$ cat config.mk
export PLATFORM = sky130hd
export DESIGN_NAME = data_mem_arbiter
export DESIGN_NICKNAME = d
export VERILOG_FILES = /design/src/rtl/mem_arb_pkg.sv /design/src/rtl/rr_arbiter2.sv /design/src/rtl/data_mem_arbiter.sv
export SDC_FILE = /design/constraint.sdc
export NUM_CORES = 1
export LEC_CHECK = 0
export CORE_UTILIZATION = 43
export DETAILED_ROUTE_END_ITERATION = 8
export GPL_ROUTABILITY_DRIVEN = 0
export PLACE_DENSITY = 0.89
export SKIP_CTS_REPAIR_TIMING = 1
export SYNTH_ARGS = -nofsm -noshare
export SYNTH_HDL_FRONTEND = slang
export SYNTH_HIERARCHICAL = 1
export SYNTH_SLANG_ARGS = --single-unit
export TNS_END_PERCENT = 20
$ cat constraint.sdc
create_clock -name clk -period 7.4 [get_ports clk]
set_input_delay 1.11 -clock clk [delete_from_list [all_inputs] [get_ports clk]]
set_output_delay 1.11 -clock clk [all_outputs]
set_load 0.01 [all_outputs]
$ cat src/rtl/mem_arb_pkg.sv
// Shared encodings for the DataMemory arbiter: FSM states and requester port indices.
package mem_arb_pkg;

   typedef enum logic [1:0] {
      IDLE   = 2'd0,
      ACCESS = 2'd1,
      DONE   = 2'd2
   } state_t;

   localparam logic P_MEM = 1'b0;
   localparam logic P_AUX = 1'b1;

endpackage

$ cat src/rtl/rr_arbiter2.sv
// Two-way grant selection: round-robin against the last winner, or fixed priority to port 0.
module rr_arbiter2
   import mem_arb_pkg::*;
#(
   parameter int FAIR = 1
)(
   input  logic req0,
   input  logic req1,
   input  logic last_grant,
   output logic any,
   output logic g
);

   always_comb begin
      any = req0 | req1;
      g   = P_MEM;
      if (req0 && req1) begin
         g = (FAIR != 0) ? ~last_grant : P_MEM;
      end else if (req1) begin
         g = P_AUX;
      end
   end

endmodule

$ cat src/rtl/data_mem_arbiter.sv
// Shares a single-port DataMemory between the MEM stage (port 0) and a secondary master
// (port 1); each access is a fixed-length strobe window followed by a one-cycle ack.
module data_mem_arbiter
   import mem_arb_pkg::*;
#(
   parameter int WORD          = 32,
   parameter int ADDRESSL      = 32,
   parameter int LENGTH        = 4000,
   parameter int ACCESS_CYCLES = 1,
   parameter int FAIR          = 1
)(
   input  logic                clk,
   input  logic                rst,
   input  logic                req0,
   input  logic                req1,
   input  logic                we0,
   input  logic                we1,
   input  logic [ADDRESSL-1:0] addr0,
   input  logic [ADDRESSL-1:0] addr1,
   input  logic [WORD-1:0]     wdata0,
   input  logic [WORD-1:0]     wdata1,
   output logic                ack0,
   output logic                ack1,
   output logic                err0,
   output logic                err1,
   output logic [WORD-1:0]     rdata0,
   output logic [WORD-1:0]     rdata1,
   output logic                stall0,
   output logic [ADDRESSL-1:0] mem_address,
   output logic [WORD-1:0]     mem_writeData,
   output logic                mem_memRead,
   output logic                mem_memWrite,
   input  logic [WORD-1:0]     mem_readData,
   output logic [1:0]          dbg_state
);

   localparam int                CW       = $clog2(ACCESS_CYCLES + 1);
   localparam logic [CW-1:0]     CNT_INIT = CW'(ACCESS_CYCLES - 1);
   localparam logic [ADDRESSL-1:0] LIMIT  = ADDRESSL'(LENGTH);

   // Handshake: a requester raises req with we/addr/wdata stable and keeps it high until
   // the one-cycle ack for that port; requests are only sampled while the FSM is in IDLE.
   state_t                state, state_nxt;
   logic                  last_grant;
   logic [CW-1:0]         cnt;
   logic                  cmd_g, cmd_we, cmd_err;
   logic                  any, g;
   logic [ADDRESSL-1:0]   sel_addr;
   logic [WORD-1:0]       sel_wdata;
   logic                  sel_we;
   logic                  in_range;

   rr_arbiter2 #(.FAIR(FAIR)) u_arb (
      .req0       (req0),
      .req1       (req1),
      .last_grant (last_grant),
      .any        (any),
      .g          (g)
   );

   assign sel_addr  = (g == P_AUX) ? addr1  : addr0;
   assign sel_wdata = (g == P_AUX) ? wdata1 : wdata0;
   assign sel_we    = (g == P_AUX) ? we1    : we0;
   assign in_range  = (sel_addr < LIMIT);

   always_ff @(posedge clk or negedge rst) begin
      if (!rst) begin
         state         <= IDLE;
         last_grant    <= P_AUX;
         cnt           <= '0;
         cmd_g         <= P_MEM;
         cmd_we        <= 1'b0;
         cmd_err       <= 1'b0;
         mem_address   <= '0;
         mem_writeData <= '0;
         rdata0        <= '0;
         rdata1        <= '0;
      end else begin
         state <= state_nxt;
         case (state)
            IDLE: begin
               if (any) begin
                  cmd_g   <= g;
                  cmd_we  <= sel_we;
                  cmd_err <= ~in_range;
                  cnt     <= CNT_INIT;
                  // Out-of-range requests leave the memory pins untouched.
                  if (in_range) begin
                     mem_address   <= sel_addr;
                     mem_writeData <= sel_wdata;
                  end
               end
            end
            ACCESS: begin
               if (cnt == '0) begin
                  if (!cmd_we) begin
                     if (cmd_g == P_AUX) rdata1 <= mem_readData;
                     else                rdata0 <= mem_readData;
                  end
               end else begin
                  cnt <= cnt - CW'(1);
               end
            end
            DONE: begin
               last_grant <= cmd_g;
            end
            default: ;
         endcase
      end
   end

   always_comb begin
      state_nxt    = state;
      mem_memRead  = 1'b0;
      mem_memWrite = 1'b0;
      ack0         = 1'b0;
      ack1         = 1'b0;
      err0         = 1'b0;
      err1         = 1'b0;
      case (state)
         IDLE: begin
            if (any) state_nxt = in_range ? ACCESS : DONE;
         end
         ACCESS: begin
            mem_memRead  = ~cmd_we;
            mem_memWrite = cmd_we;
            if (cnt == '0) state_nxt = DONE;
         end
         DONE: begin
            ack0      = (cmd_g == P_MEM);
            ack1      = (cmd_g == P_AUX);
            err0      = (cmd_g == P_MEM) & cmd_err;
            err1      = (cmd_g == P_AUX) & cmd_err;
            state_nxt = IDLE;
         end
         default: state_nxt = IDLE;
      endcase
   end

   assign stall0    = req0 & ~ack0;
   assign dbg_state = state;

endmodule
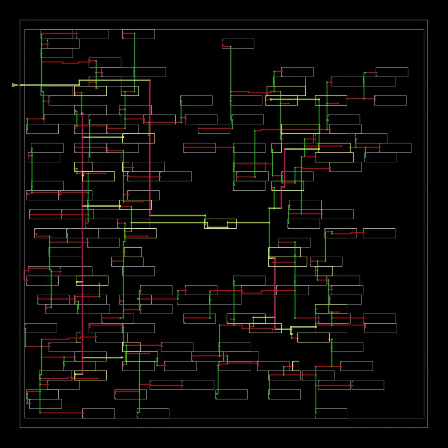
*Clock nets*
Late-Pin Clk Latency: 0.41 ns
P_clk: 939 uW

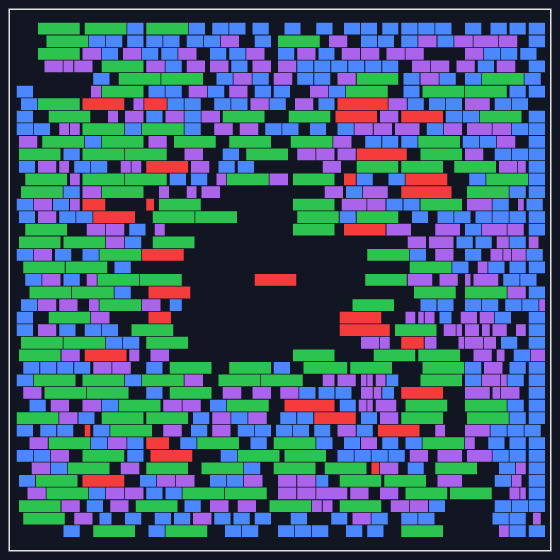
*Placed cells, one colour a class*
- purple: remaining logic cells (cells 222; share of their area 24%)
- green: registers (cells 134; share of their area 36%)
- blue: remaining buffers and delay cells (cells 307; share of their area 33%)
- red: clock drivers and dummy loads (cells 31; share of their area 7.1%)
Site Rows: 41
core area: 0.0128 mm2
flop share of the area: 0.352

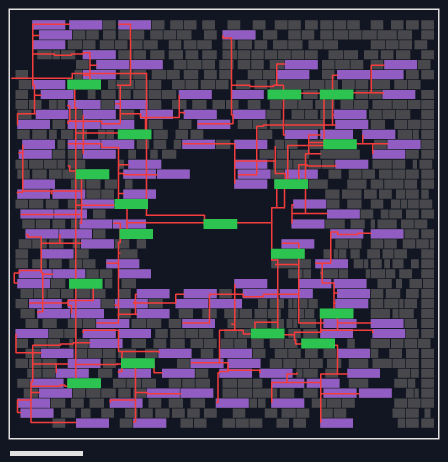
*Routed clock nets over the placement*
Scale bar: 20 um.
- purple: flip-flops (count 134)
- red: clock wires (length 1630 um)
- green: clock-net drivers (count 17)
- flops lie: widely spread
clock skew: 0.00701 ns
Clk network pwr share: 0.500

==> results.sh <==
# physical design summary
export IMPL_status="finished, final reports clean"
export IMPL_p_leak_uw=0.00434
export IMPL_fmax_mhz=248
export IMPL_numSynthFlops=134
export IMPL_ff2ff_setup_slack_ns=4.19
export IMPL_seqPwrFrac=0.398
export IMPL_drtIter0Drc=144
export IMPL_clockRootBuffer="clkbuf_16"
export IMPL_rr_endpoint="mem_writeData[24]"
export IMPL_ioPinCount=303
export IMPL_diodes=0
export IMPL_yosys_stat_cells=376
export IMPL_drc=0
export IMPL_yosys_most_used_dff="dfrtp_1"
export IMPL_nNonClkBuffers=307
export IMPL_cts_sinks=134
export IMPL_finalHoldViolCount=0
export IMPL_comb_power_share=0.102
export IMPL_fin_crit_ns=4.03
export IMPL_drive_above_1_share=0.280
export IMPL_synth_area_mm2=0.00568
export IMPL_required_ns=7.68
export IMPL_hold_depth=1
export IMPL_yosys_top_cells_area="dfrtp_1 59%, mux2_2 27%, mux2_4 4.8%"
export IMPL_p_int_uw=1500
export IMPL_viasPerCell=4.94
export IMPL_pg_seq_uw=746
export IMPL_buf_share=0.321
export IMPL_wl_met2_mm=9.43
export IMPL_p_comb_uw=192
export IMPL_yosys_area_top_type_share=0.586
export IMPL_worst_pin_slew_ns=0.849
export IMPL_fin_setup_tns_ns=0
export IMPL_seqCellArea_mm2=0.00335
export IMPL_logic_area_mm2=0.00223
export IMPL_top_area_cell="dfrtp_1"
export IMPL_hp_start="mem_address[22]"
export IMPL_grt_pass1_vias=4680
export IMPL_layout_nets=848
export IMPL_pre_cts_slack_ns=2.98
export IMPL_r2r_start="last_grant"
export IMPL_yosys_stat_area_mm2=0.00568
export IMPL_syn_inst=376
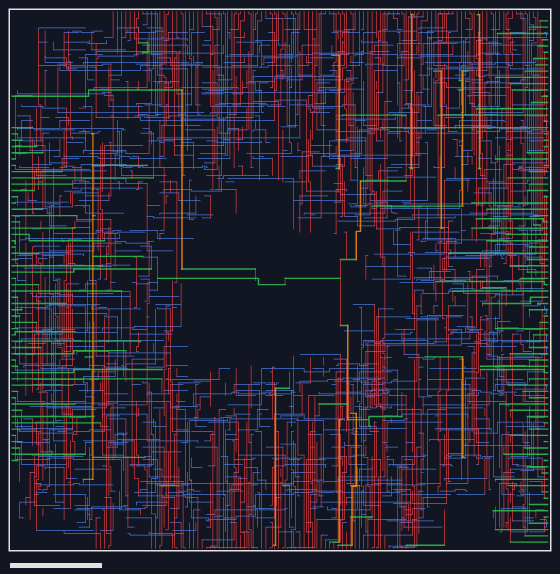
*Routed metal, one colour a layer*
Scale bar: 20 um.
- red: M2 (wire length 9430 um)
- green: M3 (wire length 1330 um)
- orange: M4 (wire length 418 um)
- blue: M1 (wire length 5960 um)
DR vias: 4276
Routed WL: 17.1 mm
GRT Overall Usage: 0.251

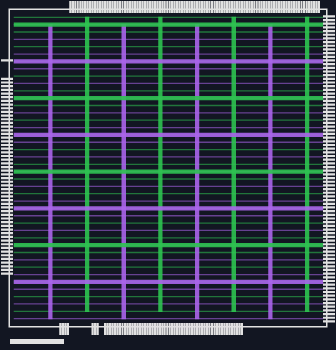
*Power grid*
Scale bar: 20 um. Pins as bars on the die edge.
- purple: VSS
- green: VDD
- signal pins: 303
- met5 straps: 8
- met4 straps: 8
Die Span X: 117 um
Peak supply drop: 147 uV
Die Y: 117 um

==> worst max-delay path, cell delays in order <==
cell and delay, ns:
clkdlybuf4s50_1 0.47, a21boi_4 0.16, buf_4 0.55, or4b_1 0.50
o22a_1 0.22, nor2_2 0.13, nand3_2 0.26, buf_4 0.47
mux2_2 0.39
==> routing by layer <==
metal / up-vias / GRT usage
met1: 2108 / 0.254
met5: - / 0
met2: 195 / 0.471
met4: 0 / 0.106
li1: 1941 / -
met3: 32 / 0.0814
==> per-stage QoR <==
stage | util | instance area [um2] | hold WS [ns] | total power (uW) | cells
6_report | 0.746 | 9530 | 0.485 | 1880 | 866
3_5_place_dp | 0.694 | 8860 | 0.473 | 950 | 835
3_3_place_gp | 0.694 | 8860 | 0.468 | 946 | 835
5_1_grt | 0.746 | 9530 | 0.510 | 1940 | 866
4_1_cts | 0.746 | 9530 | 0.490 | 1900 | 866
2_1_floorplan | - | 5680 | 0.469 | 818 | 376
==> kinds of logic after synthesis <==
kind of cell    Yosys count  synth area share
flops                   134             0.591
compound gates           11            0.0141
mux                     154             0.317
simple gates             55            0.0582
buf+inv                  22            0.0203
==> sequential cells by signal, indices dropped and copies added (netlist names) <==
register       flops
mem_address       32
cmd_we             1
cmd_g              1
rdata1            32
rdata0            32
mem_writeData     32
dbg_state          2
cmd_err            1
last_grant         1
==> cell usage in the layout (no fill, tap or decap), drive strengths merged, types with 2 or more instances in the layout <==
cell / netlist / layout
buf: 12 / 6
nand4: 2 / 2
nand3: 2 / 2
clkinv: 0 / 2
clkbuf: 8 / 23
nor4: 5 / 5
inv: 2 / 2
clkdlybuf4s50: 0 / 301
nor3b: 2 / 2
and2: 23 / 23
nor2: 8 / 8
nor3: 4 / 4
nand2: 2 / 2
mux2: 153 / 153
o21ai: 2 / 2
bufinv: 0 / 5
dfrtp: 133 / 133
Power and IR drop assume default switching activity.
